==> src/rtl/mips_pkg.sv <==
// Shared types and constants for the simplified MIPS core front end.
// Latency: n/a (declarations only).
// Backpressure: n/a.
// Contents: sequencer state encoding, next-PC select codes, default reset PC.
package mips_pkg;

   typedef enum logic [1:0] {
      FETCH  = 2'd0,
      EXEC   = 2'd1,
      HALTED = 2'd2
   } state_t;

   typedef enum logic [1:0] {
      SEL_SEQ = 2'd0,
      SEL_BR  = 2'd1,
      SEL_J   = 2'd2,
      SEL_JR  = 2'd3
   } pc_sel_t;

   localparam logic [31:0] DEFAULT_RESET_PC = 32'h0000_0000;

endpackage

==> src/rtl/next_pc_mux.sv <==
// Next-PC priority selector: jr > jump > taken branch > sequential, plus alignment check.
// Latency: purely combinational.
// Backpressure: none; the caller decides when the result is consumed.
// Ports: pc_plus4/branch_target/jr_addr/jump_index candidate sources, jr/jump/branch_taken
//        selects; next_pc is the chosen address, next_misaligned flags next_pc[1:0] != 0.
module next_pc_mux
   import mips_pkg::*;
(
   input  logic [31:0] pc_plus4,
   input  logic [31:0] branch_target,
   input  logic        branch_taken,
   input  logic        jump,
   input  logic [25:0] jump_index,
   input  logic        jr,
   input  logic [31:0] jr_addr,
   output logic [31:0] next_pc,
   output logic        next_misaligned
);

   pc_sel_t sel;

   always_comb begin
      sel = SEL_SEQ;
      if (jr)
         sel = SEL_JR;
      else if (jump)
         sel = SEL_J;
      else if (branch_taken)
         sel = SEL_BR;
   end

   always_comb begin
      next_pc = pc_plus4;
      case (sel)
         SEL_JR:  next_pc = jr_addr;
         // J-type target keeps the 256 MB region of the delay-slot address (pc+4).
         SEL_J:   next_pc = {pc_plus4[31:28], jump_index, 2'b00};
         SEL_BR:  next_pc = branch_target;
         default: next_pc = pc_plus4;
      endcase
   end

   // Only the selected target is checked; unselected sources may be anything.
   assign next_misaligned = |next_pc[1:0];

endmodule

==> src/rtl/pc_sequencer.sv <==
// Program-counter sequencer: holds the PC, runs the FETCH/EXEC/HALTED loop, counts retirements.
// Latency: two cycles minimum per instruction (FETCH with imem_ready, then EXEC).
// Backpressure: imem_ready low holds FETCH; stall holds EXEC; both keep pc unchanged.
// Ports: clk/rst_n (sync, active-low); pc_plus4, branch/jump/jr sources and selects; stall, halt,
//        imem_ready in; pc, imem_req, instr_valid, halted, misalign_err (sticky), retired out.
module pc_sequencer
   import mips_pkg::*;
#(
   parameter logic [31:0] RESET_PC = DEFAULT_RESET_PC
) (
   input  logic        clk,
   input  logic        rst_n,
   input  logic [31:0] pc_plus4,
   input  logic [31:0] branch_target,
   input  logic        branch_taken,
   input  logic        jump,
   input  logic [25:0] jump_index,
   input  logic        jr,
   input  logic [31:0] jr_addr,
   input  logic        stall,
   input  logic        halt,
   input  logic        imem_ready,
   output logic [31:0] pc,
   output logic        imem_req,
   output logic        instr_valid,
   output logic        halted,
   output logic        misalign_err,
   output logic [31:0] retired
);

   state_t      state, state_n;
   logic [31:0] next_pc;
   logic        next_misaligned;
   logic        pc_load;
   logic        retire;
   logic        set_err;
   logic [31:0] retired_cnt;

   next_pc_mux u_next_pc_mux (
      .pc_plus4        (pc_plus4),
      .branch_target   (branch_target),
      .branch_taken    (branch_taken),
      .jump            (jump),
      .jump_index      (jump_index),
      .jr              (jr),
      .jr_addr         (jr_addr),
      .next_pc         (next_pc),
      .next_misaligned (next_misaligned)
   );

   always_ff @(posedge clk) begin
      if (!rst_n)
         state <= FETCH;
      else
         state <= state_n;
   end

   // Leaving EXEC always retires the instruction, whether it goes back to FETCH or stops.
   always_comb begin
      state_n = state;
      pc_load = 1'b0;
      retire  = 1'b0;
      set_err = 1'b0;
      case (state)
         FETCH: begin
            if (imem_ready)
               state_n = EXEC;
         end
         EXEC: begin
            if (stall) begin
               state_n = EXEC;
            end else if (halt) begin
               state_n = HALTED;
               retire  = 1'b1;
            end else if (next_misaligned) begin
               state_n = HALTED;
               retire  = 1'b1;
               set_err = 1'b1;
            end else begin
               state_n = FETCH;
               retire  = 1'b1;
               pc_load = 1'b1;
            end
         end
         HALTED: state_n = HALTED;
         default: state_n = FETCH;
      endcase
   end

   always_ff @(posedge clk) begin
      if (!rst_n) begin
         pc           <= RESET_PC;
         retired_cnt  <= 32'd0;
         misalign_err <= 1'b0;
      end else begin
         if (pc_load)
            pc <= next_pc;
         if (retire)
            retired_cnt <= retired_cnt + 32'd1;
         if (set_err)
            misalign_err <= 1'b1;
      end
   end

   assign imem_req    = (state == FETCH);
   assign instr_valid = (state == EXEC);
   assign halted      = (state == HALTED);
   assign retired     = retired_cnt;

endmodule

==> config.mk <==
export PLATFORM = sky130hd
export DESIGN_NAME = pc_sequencer
export DESIGN_NICKNAME = d
export VERILOG_FILES = /design/src/rtl/mips_pkg.sv /design/src/rtl/next_pc_mux.sv /design/src/rtl/pc_sequencer.sv
export SDC_FILE = /design/constraint.sdc
export NUM_CORES = 1
export LEC_CHECK = 0
export CAP_MARGIN = 10
export CORE_UTILIZATION = 35
export DETAILED_ROUTE_END_ITERATION = 8
export PLACE_DENSITY = 0.72
export SYNTH_ARGS = -nofsm -noshare
export SYNTH_HDL_FRONTEND = slang
export SYNTH_SLANG_ARGS = --single-unit
==> constraint.sdc <==
create_clock -name clk -period 2.4 [get_ports clk]
set_input_delay 0.24 -clock clk [delete_from_list [all_inputs] [get_ports clk]]
set_output_delay 0.24 -clock clk [all_outputs]
set_load 0.01 [all_outputs]
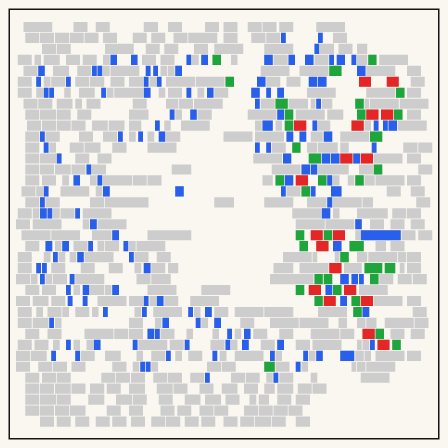
Fig. 1. Gate families picked out.
legend:
  blue:
    family: nand cells
    cells: 145
    where: spread over the die
  red:
    family: xor and xnor cells
    cells: 19
  green:
    family: and/or cells
    cells: 37

==> CHANGELOG.md <==
### Metrics

* Final period util at 0.809
* Sequential share of the synthesized area at 0.353
* Max-Cap Viols at 0
* Design area at 6140 um2
* Flip-flops at 67
* DRT Pass-1 Iters at 4
* Crit path launch type: register
* First-pass GRT wire length at 18200 um
* Row count at 37
* Inserted Clock Buffers at 9
* Ys async rst share at 0
* Beginning of the critical path: retired[5]$_SDFFE_PN0P_
* Hold/Removal Path Class: in2reg
* Sequential share of cell area at 0.218
* Syn nets at 592
* Adder Area Share at 0.00329
* Chip area at 11300 um2
* Core Density at Floorplan at 0.365
* Leakage power at 0.00238 uW
* Fin. Hold Viols at 0
* Comb. cell area at 2320 um2
* WP buf/inv at 1
* Post-synthesis chip area from yosys at 3800 um2
* Max H-tree Level at 3
* Post-DP Area at 5900 um2
* # clk buffers at 10
* #MultiIn Comb at 359
* Log Warnings at 26
* Hold_buf cts at 0
* Clk cell area share at 0.0391
* Iter 0 DRT Violations at 107
* Cell type with the highest aggregate area in the netlist: dfxtp_1
* Outcome: finished clean
* Reg-to-reg slack, setup at 460 ps
* Worst slew margin at 0.580
* Synth Area in Simple Gates at 0.281
* Post-DP HPWL at 8520 um
* Top cell category: combinational gates
* Port bufs at 197
* XOR Share, Synth at 0.0438
* Count of cells resized by post-cts repair at 0
* CP Cell Sequence: nand4_1 -> or4b_1 -> buf_4 -> or3_1 -> a21boi_1
* Inserted Diodes at 0
* Delay-heaviest family, CP: simple AND/OR/NAND/NOR gates
* Comb/total area at 0.378
* Unrepaired setup endpoints after global routing: false
* Ys cells at 461
* VDD IR-drop max at 0.000340 V
* Crit path DAT at 2220 ps
* Clk root buf: clkbuf_8
* Syn. warnings at 0
* Fmax achieved at 515 MHz
* # Taps at 136
* Aoi share at 0.101
* Post-CTS setup buffer count at 0
* Initial antenna violation count at 0
* Crit end category: register
* GPL Wtd Cong at 0.785
* Deepest clock path buffer count at 2
* Critical path's slowest cell: or4b_1
* Core area at 10400 um2
* Die x size at 106 um
* Final net count at 776
* CTS tree: built
* Most common cell in the synthesized netlist: nand2_1
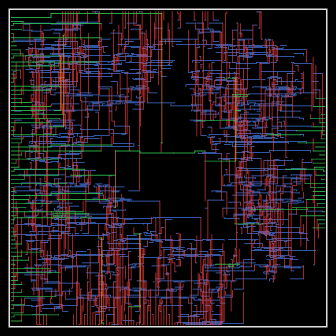
Fig. 2. Wiring by layer.
legend:
  blue:
    layer: metal 1
    wire_length: 4390 um
  orange:
    layer: metal 4
    wire_length: 192 um
  red:
    layer: metal 2
    wire_length: 5400 um
  green:
    layer: metal 3
    wire_length: 1030 um
via count: 3897
Total GRT Usage: 0.203
total wire length: 11000 um
WL/cell: 14.0 um

## worst paths after layout
path         depth (start not counted)                        to
max                                  5  retired[17]$_SDFFE_PN0P_
min                                  5        pc[6]$_SDFFE_PN0P_
max reg2reg                          5  retired[17]$_SDFFE_PN0P_
min reg2reg                          2       pc[29]$_SDFFE_PN0P_
## metal layers
| layer | vias up | track usage | part of all wire |
|---|---|---|---|
| met4 | 0 | 0.0714 | 0.017 |
| met5 | - | 0 | 0 |
| met2 | 149 | 0.353 | 0.49 |
| met3 | 16 | 0.0785 | 0.093 |
| met1 | 1752 | 0.225 | 0.40 |
| li1 | 1980 | - | - |
## stage by stage
step                      hold WS, ps  worst slack [ps]   util  total power [uW]
after floorplan                   434               558      -              1350
after global placement            455               172  0.567              1630
after detailed placement          461               133  0.567              1630
after CTS                         348               461  0.590              2790
after global routing              410               303  0.590              2860
final                             369               459  0.590              2750
## layout by cell type (no fill, tap or decap), drive strengths merged, types with 2 or more instances in the layout
| cell | count |
|---|---|
| bufinv | 3 |
| dfxtp | 67 |
| a31oi | 2 |
| nand2b | 10 |
| buf | 13 |
| nor2 | 7 |
| xor2 | 5 |
| inv | 2 |
| nand3b | 2 |
| mux2i | 39 |
| o21ai | 66 |
| xnor2 | 14 |
| clkbuf | 10 |
| nor2b | 4 |
| clkinv | 2 |
| nor4 | 2 |
| and3 | 7 |
| nand3 | 43 |
| nor3 | 3 |
| nand2 | 80 |
| clkdlybuf4s50 | 194 |
| mux2 | 26 |
| and2 | 20 |
| nand4 | 9 |
| nor3b | 3 |
| and4 | 4 |
## power by group
group	total (uW)	internal (uW)	switching, uW	leakage, uW
combinational	472	305	167	0.00172
sequential	1130	1120	10.1	0.000540
clock	1140	695	448	0.000121
## state kept, by name, indices dropped and copies added, names as in the netlist
name,count
state,2
pc,32
retired,32
misalign_err,1
No activity file was given, so power comes from the tool's default toggle rates.
